Design key_conditioner, sky130hd; sources not shown.
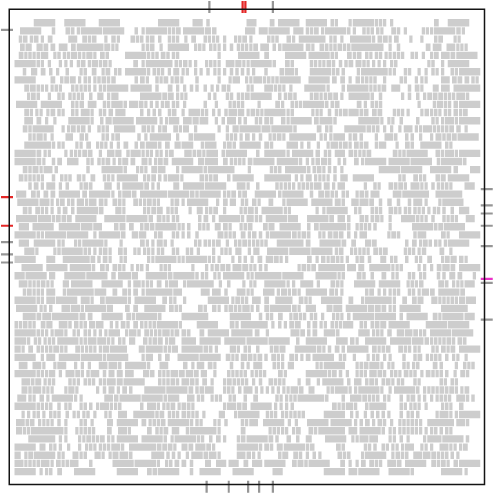
(images/pinout.png)
Drawn at 3 px/um. Pins as bars across the die edge, other pins in grey.
reset_i: shown in magenta, pins 1, direction input, edge east. key_n_i: shown in red, pins 4, direction input, edge 2 north, 2 west.
IO buf count: 21
die width: 158 um
Die Span Y: 158 um

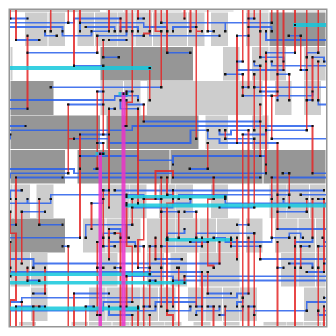
(images/closeup.png)
Region (66, 35) to (91, 60) um. Cells in grey, sequential cells in the stronger grey; small squares are vias.
M3: shown in cyan. M4: shown in magenta. M1: shown in blue. M2: shown in red.
Most frequent: nand2_1 (24), nor2_1 (12), dfxtp_1 (9). Sequential cells in the window: 9. 71 logic cells have their middle in the window.

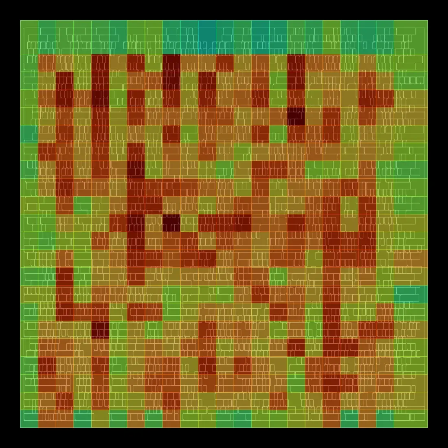
(images/congestion_map.png)
met1 GRT Util: 45.0%
met3 usage: 5.01%
GR Util All Layers: 35.4%
GR Util met2: 61.0%

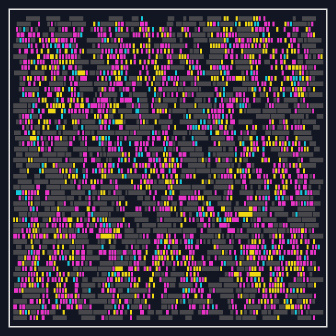
(images/gates.png)
Drawn at 2 px/um.
nand cells: shown in magenta, cells 1150, where spread over the die. inv cells: shown in cyan, cells 209, where spread over the die. nor cells: shown in yellow, cells 594, where spread over the die.
combinational share of cell area: 55.3%
most frequent logic cell in the layout: nand2_1

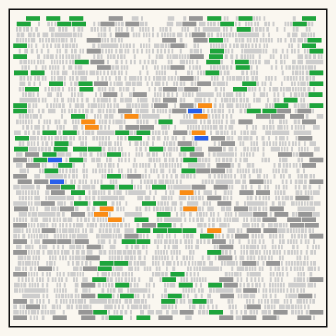
(images/ff_map.png)
Drawn at 2 px/um. Other sequential cells in the stronger grey, the rest of the logic in the fainter grey.
sync2_q: shown in blue, placed flops 4. dcnt_q: shown in green, placed flops 104, where spread over the die. state_q: shown in orange, placed flops 12, where centre.
Another 129 sequential cells are not coloured.
register area: 4980 um^2
final core occ: 73.1%
Power Sequential: 2.56 mW
flop share of the area: 28.8%

==> summary.txt <==
root buf cell = clkbuf_16
Yosys reg bits = 249
Worst-path clk slew = 0.05 ns
peak supply drop = 514 uV
Total Neg Setup Slack = 0 ns
hold path depth = 2
GRT overflow = 0
nets = 2694
fin cells = 3008
DR pass1 iterations = 6
Longest Clk Path Bufs = 3
final setup fails = 0
Yosys cell types = 48
DIE AREA = 24900 um^2
Worst Path Class, Setup = reg2out
CTS Buf Count = 30
Placed Cells = 2967
slowest stage delay, CP = 0.83 ns
cells in synth_stat.txt = 2627
buffers plus inverters on the worst setup path = 1
via count = 16900
setup ws final = 0.937 ns
CP Capture Type = output pin
worst slew pin tran = 0.873 ns
Cell Area, Synth = 15800 um^2
WL final = 44.6 mm
Clock Sinks = 249
Hold Slack = 0.351 ns
Max Freq = 337 MHz
sequential area share after synthesis = 31.5%
slowest CP cell = clkdlybuf4s50_1
Tot Pwr = 5.42 mW
dpl ws = 0.608 ns
Filler cells = 2091
count of library flops with an enable pin = 0
first-pass GRT wire length = 71.8 mm
initial drt markers = 1639
CTS tree = done
R2R Setup Slk = 1.35 ns
Main synth FF type = dfxtp_1
status = completed
largest net degree at the start of global routing = 15
Max-cap violations = 0
# H-tree levels = 1
delay-heaviest family, CP = buffers and inverters
synthesized area per cell = 6.02 um^2
most common library cells after synthesis = 858 x nand2_1, 537 x nor2_1, 249 x dfxtp_1
Worst path depth = 1
PwrDens = 313 nW/um^2
DRC viols = 0
Post-synth ARST share = 0%
Synth area leader = dfxtp_1
Row Count = 56
RePlAce Congestion = 1.02
R2R depth = 12
CP Data Arrival Time = 1.74 ns
count leader, synth = nand2_1
Static Leak = 5.78 nW
Max Slew Vio Count = 0
unrepaired setup endpoints after global routing = false
Core Density at Floorplan = 66.7%
Design Area, Final = 17300 um^2
number of routed nets with antenna violations = 0
vias in the first global route = 15200
max_slew headroom = 41.8%
Synth Net Count = 2641
layout overhead on the synthesized area = 9.53%
post-DR vias/cell = 5.62
Setup Buffers After CTS = 0
Late-Pin Clk Latency = 0.55 ns
CP cell instances = clkdlybuf4s50_1
area of the core = 23700 um^2
Cells after Synth = 2627
Final Hold Violating Endpoints = 0
WL/cell = 14.8 um
OpenROAD warning count = 26
Inserted Diodes = 0
YS chip area = 15800 um^2
minimum clock period = 2.96 ns
IO Count = 23
hpwl dp = 32.6 mm
Ys Warns = 0
share of layout cells above drive strength 1 = 6.73%
crit path DRT = 2.68 ns
area share, top type = 31.5%
Post-DP Area = 16400 um^2
Startpoint Class = flop
Crit Path Max Fanout = 1
PostCTS Resize Cnt = 0
Worst Hold Class = reg2reg
ranking of synthesized cells by area = dfxtp_1 32%, nand2_1 20%, nor2_1 13%, a21oi_1 5.6%, nand3_1 5.6%
fin crit share = 76.0%
initial antenna violation count = 0
Hold Buf Count CTS = 0
Comb gate area = 9570 um^2
layout make-up:
type | count | share of cell area (%)
tap | 319 | 2.31
buffer | 75 | 2.65
inverter | 209 | 4.57
clock buffer | 38 | 4.81
clock inverter | 3 | 0.376
sequential | 249 | 28.8
multi-input combinational | 2094 | 55.3
timing repair buffer | 21 | 1.21
cells in the final DEF (no fill, tap or decap), types with 34 or more instances in the layout:
cell type | synthesis | layout
nand2_1 | 858 | 858
nor2_1 | 537 | 537
dfxtp_1 | 249 | 249
inv_1 | 190 | 190
nand3_1 | 177 | 177
a21oi_1 | 177 | 177
nand4_1 | 62 | 62
xor2_1 | 53 | 53
clkbuf_1 | 31 | 35
o21ai_0 | 34 | 34
nor3_1 | 34 | 34
cell families after synthesis:
logic type,after synthesis,synth area share [%]
AOI/OAI and AO/OA,258,9.21
buffers and inverters,284,7.92
xor gates and xnor gates,81,4.49
adders and majority gates,8,0.633
and+or+nand+nor,1747,46.2
DFF,249,31.5
routing by layer:
metal / up-vias / global-route usage [%] / part of all wire, %
met1: 7687 / 45.0 / 43
met2: 678 / 61.0 / 46
met3: 121 / 5.01 / 7.7
li1: 8430 / - / -
met5: - / 0 / 0
met4: 0 / 12.7 / 3.3
report_power, final:
part           total (mW)  switching, mW  internal (mW)
sequential           2.56        0.00966           2.55
combinational       0.201          0.154         0.0464
clock                2.65           1.06           1.59
total                5.42           1.22           4.19
Power is estimated from default activity; no workload was simulated.
